**config.mk**
```make
export PLATFORM = sky130hd
export DESIGN_NAME = shift_sequencer
export DESIGN_NICKNAME = d
export VERILOG_FILES = /design/src/rtl/shift_sequencer.sv
export SDC_FILE = /design/constraint.sdc
export NUM_CORES = 1
export LEC_CHECK = 0
export CORE_MARGIN = 3
export CORE_UTILIZATION = 30
export DETAILED_ROUTE_END_ITERATION = 16
export PLACE_DENSITY_LB_ADDON = 0.25
export SYNTH_ARGS = -nofsm -noshare
export SYNTH_HDL_FRONTEND = slang
export SYNTH_SLANG_ARGS = --single-unit
```
**constraint.sdc**
```tcl
create_clock -name clock -period 2 [get_ports clock]
set_clock_uncertainty 0.1 [all_clocks]
set_input_delay 0.4 -clock clock [delete_from_list [all_inputs] [get_ports clock]]
set_output_delay 0.4 -clock clock [all_outputs]
set_load 0.1 [all_outputs]
```
**src/rtl/shift_sequencer.sv**
```systemverilog
// Multi-cycle 32-bit shift/rotate engine: one bit position per clock, result
// presented with a single-cycle done pulse.
module shift_sequencer (
  input  logic        clock,
  input  logic        clear,
  input  logic        start,
  input  logic [2:0]  op,
  input  logic [31:0] a,
  input  logic [31:0] b,
  output logic        busy,
  output logic        done,
  output logic [31:0] result
);

  typedef enum logic [1:0] {StIdle, StShift, StDone} state_e;

  localparam logic [2:0] OpShr  = 3'b000;
  localparam logic [2:0] OpShra = 3'b001;
  localparam logic [2:0] OpShl  = 3'b010;
  localparam logic [2:0] OpRor  = 3'b011;
  localparam logic [2:0] OpRol  = 3'b100;

  state_e      state_q, state_d;
  logic [31:0] acc_q, acc_d;
  logic [4:0]  cnt_q, cnt_d;
  logic [2:0]  opr_q, opr_d;
  logic [31:0] result_q, result_d;
  logic [31:0] acc_step;

  always_ff @(posedge clock) begin
    if (clear) begin
      state_q  <= StIdle;
      acc_q    <= '0;
      cnt_q    <= '0;
      opr_q    <= '0;
      result_q <= '0;
    end else begin
      state_q  <= state_d;
      acc_q    <= acc_d;
      cnt_q    <= cnt_d;
      opr_q    <= opr_d;
      result_q <= result_d;
    end
  end

  // Unused opcodes hold acc so latency matches a real operation.
  always_comb begin
    acc_step = acc_q;
    case (opr_q)
      OpShr:   acc_step = {1'b0, acc_q[31:1]};
      OpShra:  acc_step = {acc_q[31], acc_q[31:1]};
      OpShl:   acc_step = {acc_q[30:0], 1'b0};
      OpRor:   acc_step = {acc_q[0], acc_q[31:1]};
      OpRol:   acc_step = {acc_q[30:0], acc_q[31]};
      default: acc_step = acc_q;
    endcase
  end

  always_comb begin
    state_d  = state_q;
    acc_d    = acc_q;
    cnt_d    = cnt_q;
    opr_d    = opr_q;
    result_d = result_q;
    case (state_q)
      StIdle: begin
        if (start) begin
          state_d = StShift;
          acc_d   = a;
          cnt_d   = b[4:0];
          opr_d   = op;
        end
      end
      StShift: begin
        if (cnt_q != 5'd0) begin
          acc_d = acc_step;
          cnt_d = cnt_q - 5'd1;
        end else begin
          state_d  = StDone;
          result_d = acc_q;
        end
      end
      StDone:  state_d = StIdle;
      default: state_d = StIdle;
    endcase
  end

  always_comb begin
    busy   = (state_q != StIdle);
    done   = (state_q == StDone);
    result = result_q;
  end

endmodule

```
run_1/sizing.png
The bar under the picture is 20 um long.
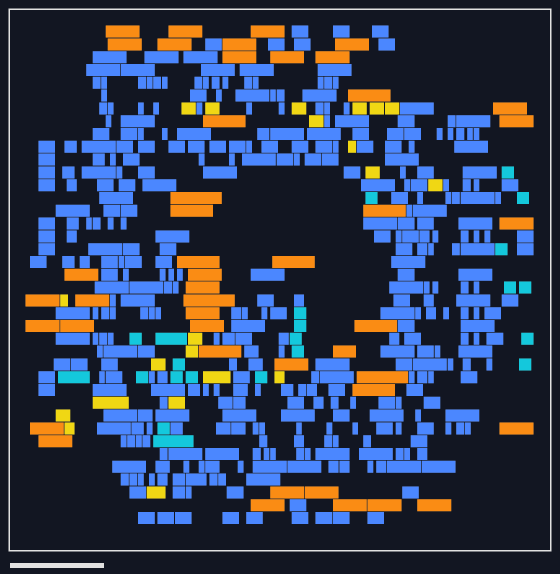
- blue: x1 and smaller (cells 377; share 81%; most used dfxtp_1)
- orange: x6 and larger (cells 45; share 9.7%; most used buf_12)
- yellow: x2 (cells 21; share 4.5%; most used or2b_2)
- cyan: x3 and x4 (cells 22; share 4.7%; most used buf_4)
Finished Cell Area: 5010 um2
P&R area growth vs syn: 41.1%
Non-CTS buffers: 91
worst setup margin: 0.112 ns

run_1/pinout.png
Pins as bars across the die edge, other pins in grey.
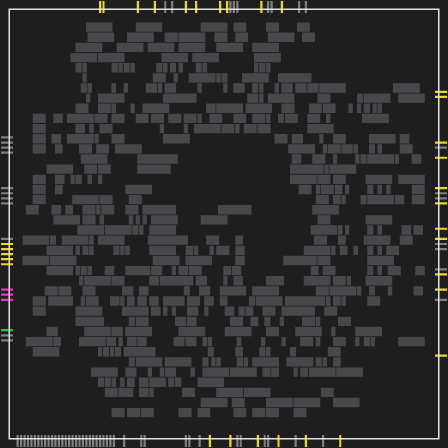
- green: start (pins 1; direction input; edge west)
- magenta: op (pins 3; direction input; edge west)
- yellow: result (pins 32; direction output; edge 11 east, 10 north, 6 south, 5 west)
- all pins by edge: 47 south, 20 west, 19 north, 18 east
chip height: 115 um
IO Port Bufs: 76
die x size: 115 um

==> changes_impl.md, run 1 <==
## Flow update

* CP Buf/Inv Count at 3
* Fa+ha+maj area frac at 0.353%
* R2R depth at 8
* Initial DRC Count at 138
* Met2 Usage GRT at 22.3%
* # hold bufs at CTS at 0
* Outcome: complete, no violations
* Hold Path Cell Cnt at 2
* GRT Total Usage at 13.4%
* Number of global-route vias before repair at 3,103
* CORE AREA at 11,500 um2
* CTS sink cnt at 74
* MI comb area at 1810 um2
* Top-area cell share at 41.7%
* Total of clock buffers placed in the layout at 10
* Crit path DRT at 2.11 ns
* Cell Count, Final, Fillers Out at 608
* Detail Placement HPWL at 5.98 mm
* Final Wtd Congestion at 0.769
* Register share of the cell area at 29.6%
* Register share after synthesis at 41.7%
* WL per Instance at 13.9 um
* Setup CP Type: reg -> reg
* CP top delay family: buffers and inverters
* Synth Area in Compound Gates at 18.6%
* Final setup fails at 0
* HP Start: clear
* Yosys top cell by instances: dfxtp_1
* Post-CTS Resized at 0
* Drt total wl at 8.43 mm
* Synthesized area at 3550 um2
* Sequential Power Share at 36.7%
* Max-cap violations at 0
* Mux contribution to synthesized area at 9.34%
* Top cells by count: 74 x dfxtp_1, 68 x nand2_1, 39 x nor2_1, 37 x a21oi_1, 32 x mux2i_1
* Final Max-Slew Violation Tally at 0
* Yosys warns at 0
* Rows at 39
* Root buf cell: clkbuf_16
* Via density at 4.86
* Met2 WL at 4.01 mm
* Placed cell count at 592
* Setup_tns at 0 ns
* Hold Crit Class: in -> reg
* Critical path launch point: cnt_q[0]
* Fillers at 1,118
* Post-Place Cell Area at 4660 um2
* Max_slew headroom at 61.3%
* Total power at 4.81 mW
* # Cells Yosys at 390
* Clock buf/inv share at 6.82%
* Internal at 3.42 mW
* Chip Area, Yosys at 3550 um2
* Initial Util at 30.9%
* Most frequent logic cell in the layout: dfxtp_1
* Crit-path slowest cell: dfxtp_1
* Tool Warnings at 53
* RSZ-0062 raised after global routing: no
* Worst-path clk slew at 0.06 ns
* Multi-input gate count at 280
* H-tree depth at 3
* Setup WS pre-CTS at 0.00658 ns
* Worst Setup EP: acc_q[25]
* Max Clock Freq at 530 MHz
* ANT cells at 0
run_1/clock_wires.png
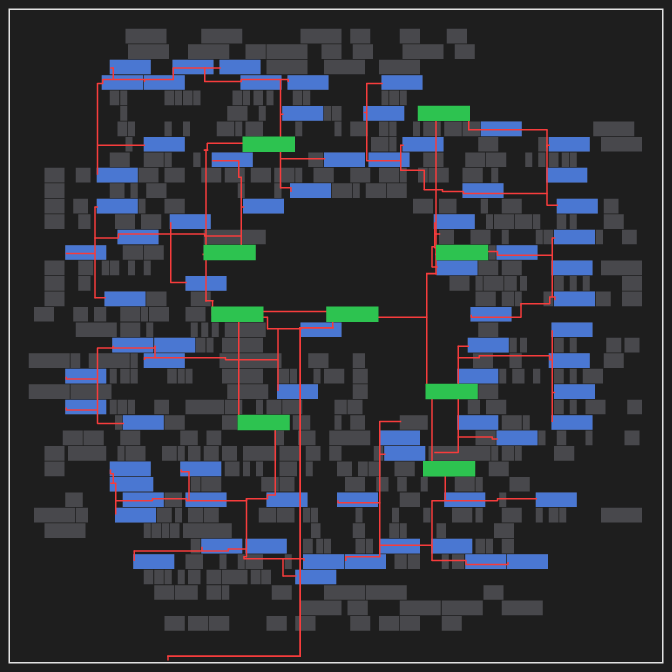
- green: clock-net drivers (count 9)
- red: clock wires (length 951 um)
- blue: flip-flops (count 74)
- routed clock nets: 10
- flops lie: widely spread
power share of the clock group: 37.9%
clk latency late pin: 0.32 ns

run_1/clock_nets.png
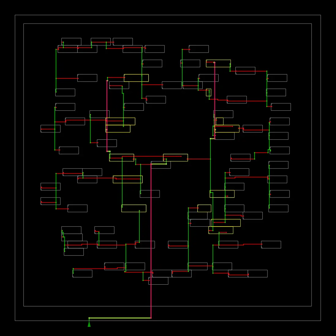

## Run 2: what changed since run 1
--- a/config.mk
+++ b/config.mk
@@ -5,7 +5,6 @@
 export SDC_FILE = /design/constraint.sdc
 export NUM_CORES = 1
 export LEC_CHECK = 0
-export CORE_MARGIN = 3
 export CORE_UTILIZATION = 30
 export DETAILED_ROUTE_END_ITERATION = 16
 export PLACE_DENSITY_LB_ADDON = 0.25
run_2/clock_nets.png
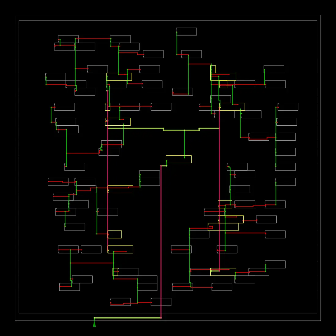
clk latency late pin: 0.33 ns
total of clock buffers placed in the layout: 11

run_2/m4.png
The bar under the picture is 20 um long.
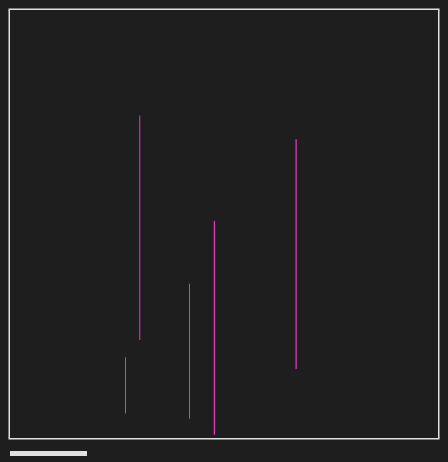
- share of all routed wire: 2.6%
- main direction: vertical
- wire length on this layer: 221 um
- nets with wire on the layer: 4
DR vias: 2,970
drt total wl: 8.44 mm

==> run 2 against run 1 <==
Against the previous run:
- first-iteration DRC count decreased by 23%
- via count grew 0.61%
- setup slack lost 0.015 ns
- maximum frequency fell by 0.81%
- die size decreased by 6.8%
- sequential power about the same
- non-clock buffer count increased by 6
- combinational power is essentially flat
- largest cell class unchanged
- highest routed layer unchanged
==> changes_impl.md, run 2 <==
## Flow update

* Flops at 74 (unchanged)
* Final core occ at 43.6% (was 43.7%)
* Max-cap violations at 0 (unchanged)
* H-tree depth at 3 (unchanged)
* Crit path DRT at 2.12 ns (was 2.11 ns)
* Post-route ant nets at 0 (unchanged)
* Number of global-route vias before repair at 2,999 (was 3,103)
* Non-CTS buffers at 97 (was 91)
* Postcts setup bufs at 0 (unchanged)
* CTS buffer count at 9 (unchanged)
* Worst Setup EP: acc_q[3] (was acc_q[25])
* CTS sink cnt at 74 (unchanged)
* Chip height at 111 um (was 115 um)
* Tap cells at 143 (unchanged)
* MI comb area at 1810 um2 (unchanged)
* Setup_tns at 0 ns (unchanged)
* Top cell category: combinational gates (unchanged)
* Power share of the clock group at 35.2% (was 37.9%)
* Final Cycle Share at 95.2% (was 94.4%)
* Hold Fails Final Rpt at 0 (unchanged)
* Final Wtd Congestion at 0.756 (was 0.769)
* Internal at 3.23 mW (was 3.42 mW)
* Top-area cell share at 41.7% (unchanged)
* Met1 GRT Util at 18.0% (was 17.2%)
* Top cells by count: 74 x dfxtp_1, 68 x nand2_1, 39 x nor2_1, 37 x a21oi_1, 32 x mux2i_1 (unchanged)
* Yosys top cell by instances: dfxtp_1 (unchanged)
* Reg-to-reg critical path endpoint: acc_q[3] (was acc_q[25])
* WL per Instance at 13.7 um (was 13.9 um)
* CP top delay family: buffers and inverters (unchanged)
* Root buf cell: clkbuf_16 (unchanged)
* Crit-path slowest cell: dfxtp_1 (unchanged)
* Via density at 4.83 (was 4.86)
* Chip Area, Yosys at 3550 um2 (unchanged)
* Flop2flop setup slack at 0.1 ns (was 0.11 ns)
* Setup WS pre-CTS at -0.00742 ns (was 0.00658 ns)
* Hold Crit Class: in -> reg (unchanged)
* Type of destination of the critical path: flop (unchanged)
* Yosys warns at 0 (unchanged)
* Multi-input gate count at 280 (unchanged)
* Die x size at 111 um (was 115 um)
* Flops after synth at 74 (unchanged)
* WHS at 0.333 ns (was 0.260 ns)
* Fa+ha+maj area frac at 0.353% (unchanged)
* Syn Nets at 461 (unchanged)
* Most frequent logic cell in the layout: dfxtp_1 (unchanged)
* GRT Total Usage at 14.3% (was 13.4%)
* Met3 global-route usage at 2.24% (was 2.05%)
* IO Port Bufs at 76 (unchanged)
* Post-CTS Resized at 0 (unchanged)
* Synth Area in Compound Gates at 18.6% (unchanged)
* Critical path launch point: cnt_q[0] (unchanged)
* P_seq at 1.76 mW (was 1.77 mW)
* Register share of the cell area at 29.6% (about the same)
* And+or+nand+nor area frac at 22.2% (unchanged)
* Crit Path Max Fanout at 30 (unchanged)
* P&R area growth vs syn at 41.0% (was 41.1%)
* Xor/xnor share at 0.458% (unchanged)
* Register share after synthesis at 41.7% (unchanged)
* CP Buf/Inv Count at 3 (unchanged)
* RR Startpoint: cnt_q[0] (unchanged)
* Rows at 39 (unchanged)
* Largest net degree at the start of global routing at 32 (was 42)
* Setup CP Type: reg -> reg (unchanged)
* Max_slew headroom at 60.0% (was 61.3%)
* GRT Residual Overflow at 0 (unchanged)
* Clock buffer depth at 2 (unchanged)
* Register area at 1480 um2 (about the same)
* CORE AREA at 11,500 um2 (unchanged)
* Finished Cell Area at 5000 um2 (was 5010 um2)
* Initial Util at 30.9% (unchanged)
* HP Start: clear (unchanged)
* Clock buf/inv share at 6.10% (was 6.82%)
* Die area at 12,300 um2 (was 13,200 um2)
* Met2 Usage GRT at 23.3% (was 22.3%)
* Most used routing layer: met2 (unchanged)
* Placed cell count at 597 (was 592)
* Detail Placement HPWL at 6.00 mm (was 5.98 mm)
* Hold Path Cell Cnt at 4 (was 2)
* Ys flop type: dfxtp_1 (unchanged)
* Worst-path clk slew at 0.06 ns (about the same)
* Sequential Power Share at 37.8% (was 36.7%)
* Clock tree from TritonCTS: done (unchanged)
* Most frequent cells in the layout: 74 x dfxtp_1, 68 x nand2_1, 41 x clkdlybuf4s50_1 (was 73 x dfxtp_1, 68 x nand2_1, 41 x clkdlybuf4s50_1)
* # hold bufs at CTS at 0 (unchanged)
* Final setup fails at 0 (unchanged)
* Cell Count, Final, Fillers Out at 615 (was 608)
* Clock group at 1.64 mW (was 1.82 mW)
* ANT cells at 0 (unchanged)
* Tmin final at 1.90 ns (was 1.89 ns)
* Final Max-Slew Violation Tally at 0 (unchanged)
* Layout cells sized above 1 at 19.9% (was 18.9%)
* Worst setup margin at 0.0966 ns (was 0.112 ns)
* Measured slew at the worst slew-check pin at 0.599 ns (was 0.581 ns)
* RSZ-0062 raised after global routing: no (unchanged)
* Cell count after synthesis at 390 (unchanged)
* Fillers at 1,149 (was 1,118)
* Initial DRC Count at 106 (was 138)
* Top logic family: simple AND/OR/NAND/NOR gates (unchanged)
* Post-Place Cell Area at 4680 um2 (was 4660 um2)
* Mux contribution to synthesized area at 9.34% (unchanged)
* Tool Warnings at 53 (unchanged)
* # Cells Yosys at 390 (unchanged)
* Total power at 4.65 mW (was 4.81 mW)
* Met2 WL at 3.97 mm (was 4.01 mm)
* Synthesized area at 3550 um2 (unchanged)
* Outcome: complete, no violations (unchanged)
* R2R depth at 8 (unchanged)
* Max Clock Freq at 525 MHz (was 530 MHz)
run_2/sizing.png
The bar under the picture is 20 um long.
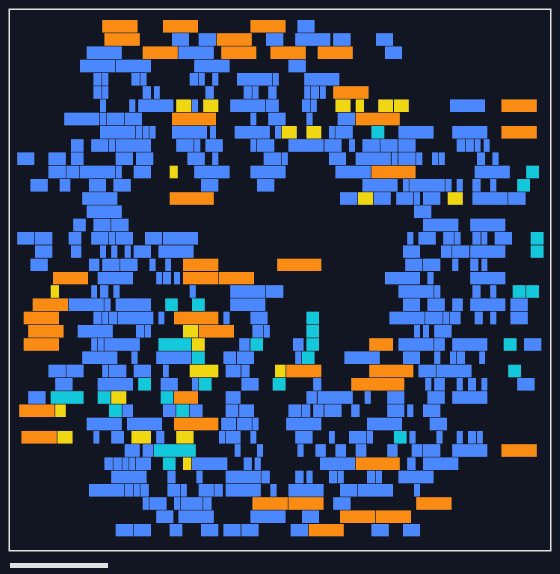

## Run 3: what changed since run 2
--- a/config.mk
+++ b/config.mk
@@ -5,7 +5,10 @@
 export SDC_FILE = /design/constraint.sdc
 export NUM_CORES = 1
 export LEC_CHECK = 0
-export CORE_UTILIZATION = 30
+export ABC_AREA = 1
+export CELL_PAD_IN_SITES_DETAIL_PLACEMENT = 2
+export CELL_PAD_IN_SITES_GLOBAL_PLACEMENT = 2
+export CORE_UTILIZATION = 24
 export DETAILED_ROUTE_END_ITERATION = 16
 export PLACE_DENSITY_LB_ADDON = 0.25
 export SYNTH_ARGS = -nofsm -noshare
run_3/sizing.png
The bar under the picture is 50 um long.
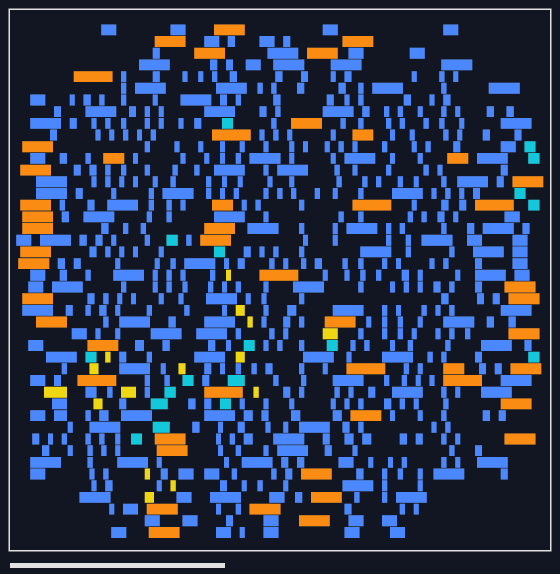
- blue: x1 and smaller (cells 578; share 88%; most used nand2_1)
- cyan: x3 and x4 (cells 18; share 2.7%; most used buf_4)
- yellow: x2 (cells 15; share 2.3%; most used inv_2)
- orange: x6 and larger (cells 49; share 7.4%; most used buf_12)
worst setup margin: 0.151 ns
Finished Cell Area: 5280 um2

run_3/class_map.png
The bar under the picture is 50 um long.
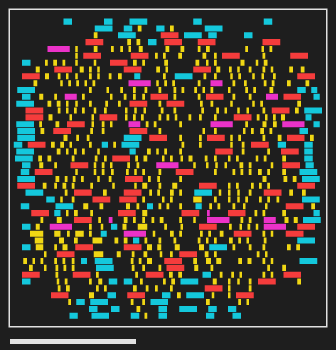
- red: registers (cells 74; share of their area 29%)
- magenta: clock drivers and dummy loads (cells 16; share of their area 6.0%)
- yellow: remaining logic cells (cells 478; share of their area 40%)
- cyan: remaining buffers and delay cells (cells 92; share of their area 24%)
CORE AREA: 14,700 um2
register share of the cell area: 28.1%
final core occ: 35.9%

==> run 3 against run 2 <==
Against the previous run:
- the flow now finishes with violations (design-rule violations)
- cell count is 37% higher
- critical path depth is 2 higher
- utilization is 7.7 points lower
- global-route usage is 3.1 points higher
- sequential power is 7% higher
- count of clock-buffer cells in the layout is 4 higher
- synthesized cell count is 50% higher
- sequential share of layout area is 1.5 points lower
- total power is 30% higher
- clock power hardly changed
- critical endpoint is now acc_q[22]
- largest cell class unchanged
- highest routed layer unchanged
==> changes_impl.md, run 3 <==
## Flow update

* Hold Fails Final Rpt at 0 (unchanged)
* Power share of the clock group at 27.1% (was 35.2%)
* Setup WS pre-CTS at 0.0128 ns (was -0.00742 ns)
* Top-area cell share at 40.4% (was 41.7%)
* Worst-path clk slew at 0.06 ns (about the same)
* Type of destination of the critical path: flop (unchanged)
* R2R depth at 10 (was 8)
* Flop2flop setup slack at 0.15 ns (was 0.1 ns)
* Placed cell count at 828 (was 597)
* Postcts setup bufs at 0 (unchanged)
* H-tree depth at 3 (unchanged)
* CP Buf/Inv Count at 2 (was 3)
* Multi-input gate count at 435 (was 280)
* Setup_tns at 0 ns (unchanged)
* Clock buf/inv share at 5.74% (was 6.10%)
* Internal at 3.58 mW (was 3.23 mW)
* ANT cells at 0 (unchanged)
* Yosys warns at 0 (unchanged)
* Top cells by count: 185 x nand2_1, 120 x nor2_1, 74 x dfxtp_1, 38 x a21oi_1, 38 x inv_1 (was 74 x dfxtp_1, 68 x nand2_1, 39 x nor2_1, 37 x a21oi_1, 32 x mux2i_1)
* Failing checks: design-rule violations
* Outcome: finished, violations left (was complete, no violations)
* Fa+ha+maj area frac at 0.341% (was 0.353%)
* Final setup fails at 0 (unchanged)
* GRT Total Usage at 17.4% (was 14.3%)
* Xor/xnor share at 0.239% (was 0.458%)
* Total of clock buffers placed in the layout at 15 (was 11)
* Total power at 6.07 mW (was 4.65 mW)
* Non-CTS buffers at 92 (was 97)
* Cell Count, Final, Fillers Out at 844 (was 615)
* Most frequent logic cell in the layout: nand2_1 (was dfxtp_1)
* HP Start: cnt_q[0] (was clear)
* Reg-to-reg critical path endpoint: acc_q[22] (was acc_q[3])
* Drt drc at 4 (was 0)
* Clock tree from TritonCTS: done (unchanged)
* Chip Area, Yosys at 3670 um2 (was 3550 um2)
* P&R area growth vs syn at 43.7% (was 41.0%)
* Register share after synthesis at 40.4% (was 41.7%)
* Tmin final at 1.85 ns (was 1.90 ns)
* Most used routing layer: met2 (unchanged)
* CP top delay family: simple AND/OR/NAND/NOR gates (was buffers and inverters)
* Clock buffer depth at 2 (unchanged)
* Sequential Power Share at 31.2% (was 37.8%)
* MI comb area at 1870 um2 (was 1810 um2)
* Final Max-Slew Violation Tally at 0 (unchanged)
* Crit path DRT at 2.14 ns (was 2.12 ns)
* Die area at 15,800 um2 (was 12,300 um2)
* Via density at 4.65 (was 4.83)
* Top logic family: simple AND/OR/NAND/NOR gates (unchanged)
* Mux contribution to synthesized area at 0.273% (was 9.34%)
* Layout cells sized above 1 at 12.4% (was 19.9%)
* Flops at 74 (unchanged)
* DR vias at 3,921 (was 2,970)
* Synth Area in Compound Gates at 10.8% (was 18.6%)
* P_seq at 1.89 mW (was 1.76 mW)
* Hold Crit Class: reg -> reg (was in -> reg)
* Max Clock Freq at 541 MHz (was 525 MHz)
* Fillers at 1,736 (was 1,149)
* CTS buffer count at 9 (unchanged)
* Number of global-route vias before repair at 4,380 (was 2,999)
* Die x size at 126 um (was 111 um)
* Critical path launch point: cnt_q[0] (unchanged)
* CTS sink cnt at 74 (unchanged)
* Largest net degree at the start of global routing at 65 (was 32)
* Worst Setup EP: acc_q[22] (was acc_q[3])
* RSZ-0062 raised after global routing: no (unchanged)
* Ys flop type: dfxtp_1 (unchanged)
* Setup CP Type: reg -> reg (unchanged)
* Met3 global-route usage at 3.82% (was 2.24%)
* Met1 GRT Util at 20.2% (was 18.0%)
* Max_slew headroom at 81.5% (was 60.0%)
* Final Wtd Congestion at 0.733 (was 0.756)
* Crit-path slowest cell: dfxtp_1 (unchanged)
Power figures rest on the tool's default switching activity, not on a simulated workload.
